`src/rtl/cmp_share_arb.sv`:
```
// cmp_share_arb
// Shares one unsigned three-output magnitude comparator among N_REQ
// requesters. Requesters are picked round-robin in IDLE. The winner's
// operands are latched and compared in CMP. The result is then held in RESP
// until the consumer takes it.
//
// state | meaning
// ------+-----------------------------------------------------------
// IDLE  | sample req, pick winner, latch operands, pulse gnt next
// CMP   | one cycle: compare latched operands, register result + id
// RESP  | rsp_valid high, hold result until rsp_ready
//
// Ports
//   clk        rising-edge clock
//   reset      synchronous active-high reset
//   req        per-requester request, bit i = requester i
//   a_in/b_in  packed operands, requester i at [WIDTH*i +: WIDTH]
//   gnt        one-hot single-cycle grant (operands of that requester latched)
//   rsp_valid  result available (state RESP)
//   rsp_ready  consumer accepts result
//   rsp_id     requester index of the current result
//   rsp_eq/ls/gt  A == B, A < B, A > B (unsigned)
//   busy       high whenever not IDLE
//   cmp_count  completed handshakes, saturating at 255
module cmp_share_arb #(
    parameter int WIDTH = 4,
    parameter int N_REQ = 4   // must be a power of two so the pointer wraps naturally
) (
    input  logic                     clk,
    input  logic                     reset,
    input  logic [N_REQ-1:0]         req,
    input  logic [N_REQ*WIDTH-1:0]   a_in,
    input  logic [N_REQ*WIDTH-1:0]   b_in,
    output logic [N_REQ-1:0]         gnt,
    output logic                     rsp_valid,
    input  logic                     rsp_ready,
    output logic [$clog2(N_REQ)-1:0] rsp_id,
    output logic                     rsp_eq,
    output logic                     rsp_ls,
    output logic                     rsp_gt,
    output logic                     busy,
    output logic [7:0]               cmp_count
);

    localparam int IDW = $clog2(N_REQ);

    localparam logic [1:0] ST_IDLE = 2'd0;
    localparam logic [1:0] ST_CMP  = 2'd1;
    localparam logic [1:0] ST_RESP = 2'd2;

    logic [1:0]       state_q,  state_d;
    logic [IDW-1:0]   ptr_q,    ptr_d;
    logic [WIDTH-1:0] a_q,      a_d;
    logic [WIDTH-1:0] b_q,      b_d;
    logic [IDW-1:0]   id_q,     id_d;
    logic [N_REQ-1:0] gnt_q,    gnt_d;
    logic [IDW-1:0]   rsp_id_q, rsp_id_d;
    logic             eq_q,     eq_d;
    logic             ls_q,     ls_d;
    logic             gt_q,     gt_d;
    logic [7:0]       cnt_q,    cnt_d;

    logic             found;
    logic [IDW-1:0]   win;
    logic [IDW-1:0]   idx;

    // Round-robin search: first requester at or above ptr, wrapping.
    always_comb begin
        found = 1'b0;
        win   = '0;
        idx   = '0;
        for (int k = 0; k < N_REQ; k++) begin
            idx = ptr_q + IDW'(k);
            if (!found && req[idx]) begin
                found = 1'b1;
                win   = idx;
            end
        end
    end

    always_comb begin
        state_d  = state_q;
        ptr_d    = ptr_q;
        a_d      = a_q;
        b_d      = b_q;
        id_d     = id_q;
        gnt_d    = '0;
        rsp_id_d = rsp_id_q;
        eq_d     = eq_q;
        ls_d     = ls_q;
        gt_d     = gt_q;
        cnt_d    = cnt_q;

        case (state_q)
            ST_IDLE: begin
                if (found) begin
                    a_d        = a_in[int'(win)*WIDTH +: WIDTH];
                    b_d        = b_in[int'(win)*WIDTH +: WIDTH];
                    id_d       = win;
                    gnt_d[win] = 1'b1;
                    ptr_d      = win + IDW'(1);
                    state_d    = ST_CMP;
                end
            end
            ST_CMP: begin
                // The single shared comparator only ever sees the latched operands.
                rsp_id_d = id_q;
                eq_d     = (a_q == b_q);
                ls_d     = (a_q <  b_q);
                gt_d     = (a_q >  b_q);
                state_d  = ST_RESP;
            end
            ST_RESP: begin
                if (rsp_ready) begin
                    state_d = ST_IDLE;
                    if (cnt_q != 8'hFF) begin
                        cnt_d = cnt_q + 8'd1;
                    end
                end
            end
            default: begin
                state_d = ST_IDLE;
            end
        endcase
    end

    always_ff @(posedge clk) begin
        if (reset) begin
            state_q  <= ST_IDLE;
            ptr_q    <= '0;
            a_q      <= '0;
            b_q      <= '0;
            id_q     <= '0;
            gnt_q    <= '0;
            rsp_id_q <= '0;
            eq_q     <= 1'b0;
            ls_q     <= 1'b0;
            gt_q     <= 1'b0;
            cnt_q    <= 8'd0;
        end else begin
            state_q  <= state_d;
            ptr_q    <= ptr_d;
            a_q      <= a_d;
            b_q      <= b_d;
            id_q     <= id_d;
            gnt_q    <= gnt_d;
            rsp_id_q <= rsp_id_d;
            eq_q     <= eq_d;
            ls_q     <= ls_d;
            gt_q     <= gt_d;
            cnt_q    <= cnt_d;
        end
    end

    assign gnt       = gnt_q;
    assign rsp_valid = (state_q == ST_RESP);
    assign busy      = (state_q != ST_IDLE);
    assign rsp_id    = rsp_id_q;
    assign rsp_eq    = eq_q;
    assign rsp_ls    = ls_q;
    assign rsp_gt    = gt_q;
    assign cmp_count = cnt_q;

endmodule

```
`config.mk`:
```
export PLATFORM = sky130hd
export DESIGN_NAME = cmp_share_arb
export DESIGN_NICKNAME = d
export VERILOG_FILES = /design/src/rtl/cmp_share_arb.sv
export SDC_FILE = /design/constraint.sdc
export NUM_CORES = 1
export LEC_CHECK = 0
export ABC_AREA = 1
export ABC_CLOCK_PERIOD_IN_PS = 2700
export CAP_MARGIN = 15
export CORE_AREA = 2 2 66 68
export DETAILED_ROUTE_END_ITERATION = 7
export DIE_AREA = 0 0 68 70
export GPL_TIMING_DRIVEN = 0
export PLACE_DENSITY = 0.81
export SLEW_MARGIN = 30
export SYNTH_ARGS = -nofsm -noshare
export SYNTH_HDL_FRONTEND = slang
export SYNTH_SLANG_ARGS = --single-unit
```
`constraint.sdc`:
```
create_clock -name clk -period 2.7 [get_ports clk]
set_input_delay 0.54 -clock clk [delete_from_list [all_inputs] [get_ports clk]]
set_output_delay 0.54 -clock clk [all_outputs]
set_load 0.005 [all_outputs]
```
Run 1, sequential cells colored by netlist name:
Drawn at 6 px/um. Other sequential cells in the stronger gray, the rest of the logic in the fainter gray.
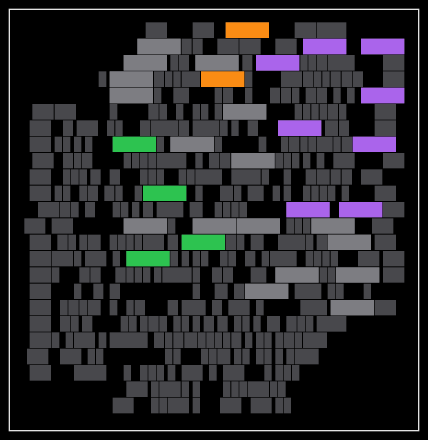
| color | netlist name | flops |
|---|---|---|
| green | a_q | 4 |
| orange | rsp_id | 2 |
| purple | cmp_count | 8 |
not colored: 17

Run 1, congestion heat map:
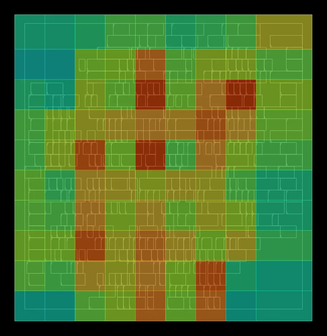
utilization after layout: 63.8%
Top Usage Layer GRT: met2
M1 GR Usage: 27.0%

==> results_dict.tcl, run 1 <==
# collected from the flow reports
set metrics [dict create \
    outcome "finished, final reports clean" \
    fin_nets 423 \
    syn2layout_area_growth_pct 36.7 \
    path_class "input port to flip-flop" \
    drcViolationCount 0 \
    timing.reg2reg.setup_slack_ns 0.64 \
    xor_share_pct 0 \
    ys_warn_count 0 \
    compound_area_share_pct 9.39 \
    crit_top_cell "nand3_1" \
    ys_area_sq_um 1930 \
    clk_pin_slew_ns 0.07 \
    cts_resized 0 \
    vdd_drop_max_mv 0.614 \
    tns_ns 0 \
    ys_sh_simple_pct 39.6 \
    edf_count 0 \
    postCtsSetupRepairBufs 0 \
    max_cap_violations 0 \
    start_kind "input port" \
    slew_headroom_pct 64.4 \
    die_area_sq_um 4760 \
    cts_max_level 2 \
    avgSynthCellArea_sq_um 6.20 \
    core_area_sq_um 4140 \
    ys_cells 312 \
    r2r-end "ptr_q[1]$_SDFFE_PP0P_" \
    holdWs_ns 0.469 \
    portBuffers 56 \
    vias 2010 \
]
Run 1, routed metal, one color a layer:
Drawn at 6 px/um.
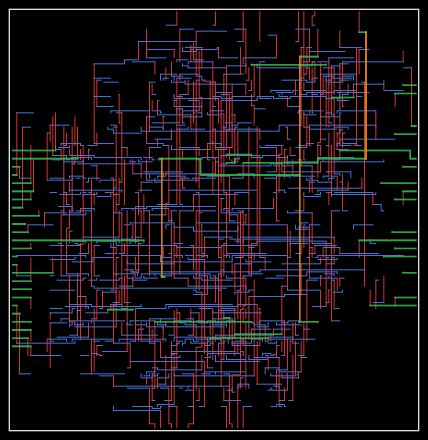
| color | layer | wire length |
|---|---|---|
| red | met2 | 2,000 um |
| blue | met1 | 1,990 um |
| orange | met4 | 85.0 um |
| green | met3 | 283 um |

-- run 1: final cells by class --
| type | count | area [sq um] | share of cell area [%] |
|---|---|---|---|
| Multi-Input combinational cell | 222 | 1060 | 40.1 |
| Sequential cell | 31 | 621 | 23.5 |
| Timing Repair Buffer | 56 | 561 | 21.2 |
| Inverter | 52 | 195 | 7.39 |
| Clock buffer | 5 | 68.8 | 2.60 |
| Tap cell | 52 | 65.1 | 2.46 |
| Buffer | 7 | 57.6 | 2.18 |
| Clock inverter | 3 | 15.0 | 0.568 |
-- run 1: cells in the final DEF, fill, tap and decap left out, types with 7 or more instances in the layout --
cell             instances
nand2_1                103
clkdlybuf4s50_1         56
inv_1                   45
nor2_1                  31
dfxtp_1                 31
nand3_1                 30
a21oi_1                 15
o21ai_0                 13
ha_1                     9
nand2_2                  8
inv_2                    7
-- run 1: worst max-delay path, delay by kind of cell --
kind / cells / cell delay [ns]
buf+inv: 4 / 0.71
fa+ha+maj: 1 / 0.30
simple gates: 6 / 0.66
compound gates: 2 / 0.22
-- run 1: metal layers --
layer  up-vias  GRT usage (%)  wire [um]
met2        67           31.9       2000
met4         0           8.67         85
met3         7           4.51        282
li1       1090              -          -
met5         -              0          0
met1       846           27.0       1990
-- run 1: power groups by stage --
stage / logic, uW / clock network (uW) / registers (uW)
after global placement: 1730 / 0 / 669
after global routing: 2010 / 374 / 678
after detailed placement: 1760 / 0 / 671
after floorplan: 1280 / 0 / 665
after CTS: 1770 / 360 / 661
final: 1760 / 353 / 660
-- run 1: registers in the layout (all words and copies together), names as in the netlist --
register   cells
rsp_ls         1
b_q            4
rsp_id         2
id_q           2
cmp_count      8
state_q        2
rsp_gt         1
rsp_eq         1
a_q            4
gnt            4
ptr_q          2
Run 1, zoomed window:
Window x 41 to 61, y 8 to 28 um. Cells in gray, sequential cells in the stronger gray; small squares are vias.
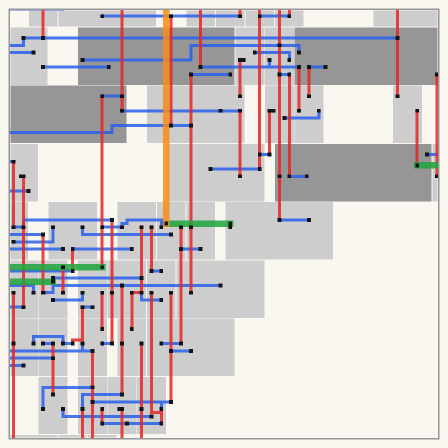

--- run 2 (diff from run 1) ---
- ABC_CLOCK_PERIOD_IN_PS: 2700 -> 2000
- CORE_AREA: 2 2 66 68 -> 2 2 71 73
- DIE_AREA: 0 0 68 70 -> 0 0 73 75
- PLACE_DENSITY: 0.81 -> 0.74
- clock period: 2.7 -> 2 ns (I/O delays scaled with it)
Run 2, zoomed window:
Window x 45 to 65, y 9 to 29 um. Cells in gray, sequential cells in the stronger gray; small squares are vias.
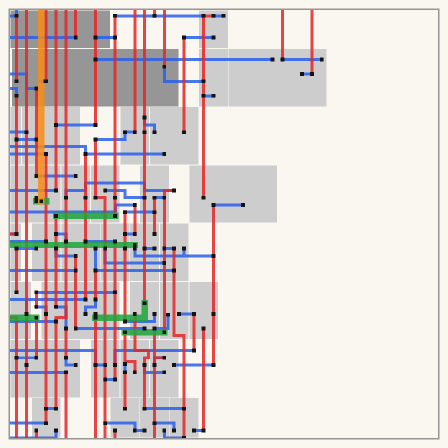
| color | layer |
|---|---|
| orange | met4 |
| red | met2 |
| blue | met1 |
| green | met3 |
most frequent: nand2_1 (19)
netlist names of flops here include: ptr_q (2)
sequential cells in the window: 2
cells with their middle in the window: 31

Run 2, routed metal, one color a layer:
Drawn at 4 px/um.
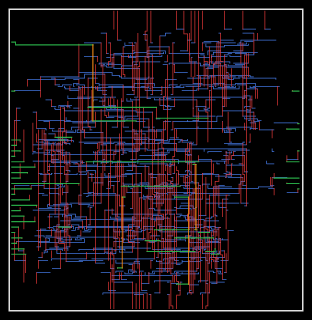
| color | layer | wire length |
|---|---|---|
| orange | met4 | 74.8 um |
| blue | met1 | 2,270 um |
| green | met3 | 259 um |
| red | met2 | 2,510 um |

==> results_dict.tcl, run 2 <==
# collected from the flow reports
set metrics [dict create \
    ys_seq_elements 31 \
    dpl.cell_count 422 \
    critical-path-top-delay-family "simple AND/OR/NAND/NOR gates" \
    ys_warn_count 0 \
    core_area_sq_um 4660 \
    portBuffers 56 \
    max_cap_violations 0 \
    outcome "finished, final reports clean" \
    crit_buf_inv 3 \
    vias 2106 \
    edf_count 0 \
    clk_pin_slew_ns 0.06 \
    start_kind "flip-flop" \
    drcViolationCount 0 \
    largest_cell_class "combinational gates" \
    antenna_found_initial 0 \
    mi_logic_area_sq_um 1140 \
    largest_reg_flops 8 \
    nWellTaps 54 \
    die_area_sq_um 5480 \
    top_power_group "combinational cells" \
    clock_sinks 31 \
    powerClk_uw 435 \
    nClkBuffers 6 \
    top_cell_area_share_pct 32.1 \
    clk_share_pct 2.57 \
    seqCellArea_sq_um 623 \
    ys_cells 312 \
    syn2layout_area_growth_pct 46.0 \
    dpl.hpwl_um 3640 \
    comb_area_share_pct 40.5 \
    p_seq_uw 900 \
    ff_count 31 \
    power_combinational_uw 3050 \
    num-multi-input-gates 222 \
    holdWs_ns 0.471 \
    fin_nets 430 \
    final_core_util_pct 60.6 \
    seq_share_pct 22.1 \
    num-nonclk-inverters 52 \
    lay_top_count "nand2_1" \
    avgSynthCellArea_sq_um 6.20 \
    signal_buffers 70 \
    vdd_drop_max_mv 0.750 \
    buf_share_pct 25.2 \
    p_sw_uw 2060 \
    cts_max_level 2 \
    most-common-layout-cells "nand2_1, clkdlybuf4s50_1, inv_1, nor2_1, dfxtp_1" \
]
==> run 2: cell counts after synthesis <==
Identical to the previous run, type by type.
==> run 2: path summary, 6_finish.rpt <==
path | start | endpoint | slack, ns | depth (start not counted)
worst min register to register | cmp_count[4]$_SDFFE_PP0P_ | cmp_count[4]$_SDFFE_PP0P_ | 0.47 | 2
worst min-delay path | cmp_count[4]$_SDFFE_PP0P_ | cmp_count[4]$_SDFFE_PP0P_ | 0.47 | 2
worst max register to register | ptr_q[0]$_SDFFE_PP0P_ | ptr_q[1]$_SDFFE_PP0P_ | 0.09 | 13
worst max-delay path | ptr_q[0]$_SDFFE_PP0P_ | ptr_q[1]$_SDFFE_PP0P_ | 0.09 | 13
==> run 2: worst register-to-register path: stages (launching register included) <==
cell,delay [ns]
dfxtp_2,0.34
inv_2,0.04
buf_6,0.13
nand2_1,0.05
nand2_1,0.07
nand2_1,0.10
nand2_2,0.07
nor2_4,0.18
nand3_4,0.12
nand3_4,0.17
inv_6,0.07
ha_1,0.27
o21ai_1,0.12
a21oi_1,0.05
==> run 2: routing by layer <==
| metal | vias to the layer above | global-route usage [%] | wire length, um |
|---|---|---|---|
| met5 | - | 0 | 0 |
| met4 | 0 | 5.97 | 74 |
| met3 | 8 | 4.15 | 258 |
| met2 | 67 | 32.7 | 2510 |
| met1 | 927 | 22.5 | 2270 |
| li1 | 1104 | - | - |
==> run 2: repair_timing <==
action	in CTS	in global routing
resized	4	36
pin swaps	2	11
hold endpoints to repair	0	0
buffers inserted	3	3
gates cloned	0	1
endpoints found under the setup margin	1	12
==> run 2: logic make-up after synthesis <==
logic type | count (synthesis) | share of synthesized area (%)
flops | 31 | 32.1
simple gates | 179 | 39.6
buf+inv | 59 | 13.1
fa+ha+maj | 9 | 5.83
compound gates | 34 | 9.39
Run 2, congestion heat map:
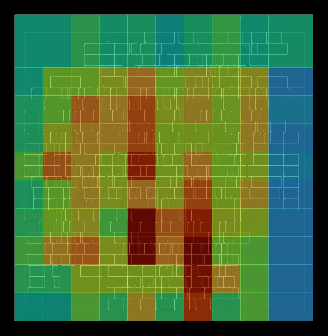

--- run 3 (diff from run 2) ---
- CORE_AREA: 2 2 71 73 -> 2 2 54 94
- DIE_AREA: 0 0 73 75 -> 0 0 56 96
- GPL_TIMING_DRIVEN: 0 -> default
- PLACE_DENSITY: 0.74 -> 0.75
- TNS_END_PERCENT: default -> 1
Run 3, congestion heat map:
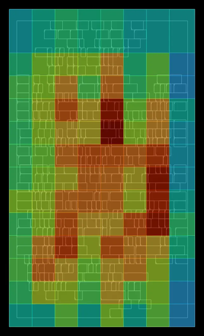
Global Route Usage Sum: 19.0%
utilization after layout: 62.1%
M1 GR Usage: 19.4%

==> results_dict.tcl, run 3 <==
# collected from the flow reports
set metrics [dict create \
    cts_max_level 2 \
    max_cap_violations 0 \
    lay_top_count "nand2_1" \
    fin_nets 435 \
    syn2layout_area_growth_pct 48.6 \
    start_kind "flip-flop" \
    largest_cell_class "combinational gates" \
    ys_seq_elements 31 \
    num-multi-input-gates 222 \
    cts_resized 0 \
    dr.max_layer_used "met4" \
    crit_buf_inv 3 \
    hold_end "cmp_count[4]$_SDFFE_PP0P_" \
    timing.reg2reg.setup_slack_ns 0.16 \
    vias 2125 \
    hold_start "cmp_count[4]$_SDFFE_PP0P_" \
    core_area_sq_um 4620 \
    dpl.hpwl_um 3800 \
    r2r_cells 14 \
    buf_share_pct 26.4 \
    drcViolationCount 0 \
    vdd_drop_max_mv 1.37 \
    antenna_found_initial 0 \
    avgSynthCellArea_sq_um 6.20 \
    die_area_sq_um 5380 \
    outcome "finished, final reports clean" \
    num-nonclk-inverters 52 \
    seq_share_pct 21.7 \
    postCtsSetupRepairBufs 0 \
    hold_depth 2 \
    portBuffers 57 \
    dpl.cell_count 429 \
    drt-met1-wl_um 1850 \
    dr_wl_met2_um 2890 \
    clk_share_pct 4.09 \
    ff_count 31 \
    holdWs_ns 0.469 \
    route.met3.wl_um 203 \
    edf_count 0 \
    most-common-layout-cells "nand2_1, clkdlybuf4s50_1, inv_1, nor2_1, dfxtp_1" \
    clk_pin_slew_ns 0.06 \
]
Run 3, clock wires, drivers and flops:
Drawn at 4 px/um.
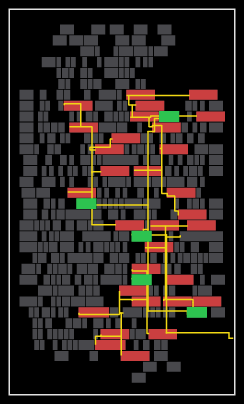
[green] cells driving clock nets | count: 5
[red] flip-flops | count: 31
[yellow] clock wires | length: 397 um
routed clock nets: 6

run 3: cell count changes in the layout (fill, tap and decap cells not counted), sizes merged:
cell | before | now
bufinv | 0 | 1
clkbuf | 10 | 7
clkdlybuf4s50 | 52 | 53
clkinv | 0 | 1
buf | 10 | 17
run 3: kinds of logic after synthesis:
kind of cell / Yosys count / share of synthesized area, %
AOI/OAI and AO/OA: 34 / 9.39
DFF: 31 / 32.1
buffers and inverters: 59 / 13.1
and+or+nand+nor: 179 / 39.6
adders and majority gates: 9 / 5.83
run 3: worst max path at each step:
stage                                from  depth (start not counted)  slack [ns]               endpoint
finish              ptr_q[0]$_SDFFE_PP0P_                         14        0.16    b_q[0]$_SDFFE_PP0P_
global route        ptr_q[0]$_SDFFE_PP0P_                         16      -0.006    a_q[2]$_SDFFE_PP0P_
CTS                                req[0]                         12         0.1  ptr_q[1]$_SDFFE_PP0P_
detailed placement                 req[0]                         12       -0.20  ptr_q[1]$_SDFFE_PP0P_
global placement                   req[1]                         12       -0.16  ptr_q[1]$_SDFFE_PP0P_
floorplan           ptr_q[0]$_SDFFE_PP0P_                         13        0.21  ptr_q[1]$_SDFFE_PP0P_
run 3: worst reg2reg max path, stage by stage, from the launching register on:
cell and delay, ns:
dfxtp_2 0.34, buf_6 0.14, nand2_1 0.08, nand2_2 0.08, nand2_1 0.08, nand2_1 0.08
nor2_4 0.18, nand3_4 0.11, nand3_4 0.11, inv_2 0.06, buf_4 0.16, nand2_1 0.06
nand2_1 0.07, nor2_1 0.13, nor2_1 0.07
run 3: per-layer routing:
metal  vias up  GRT usage, %
met5         -             0
met3        15          3.23
met4         0          8.33
li1       1112             -
met1       939          19.4
met2        59          37.1
run 3: power breakdown:
group          switching [uW]  leakage, uW  internal, uW
clock                     231    0.0000612           403
sequential               97.7     0.000255           808
combinational            1660      0.00114          1310
Power is estimated from default activity; no workload was simulated.
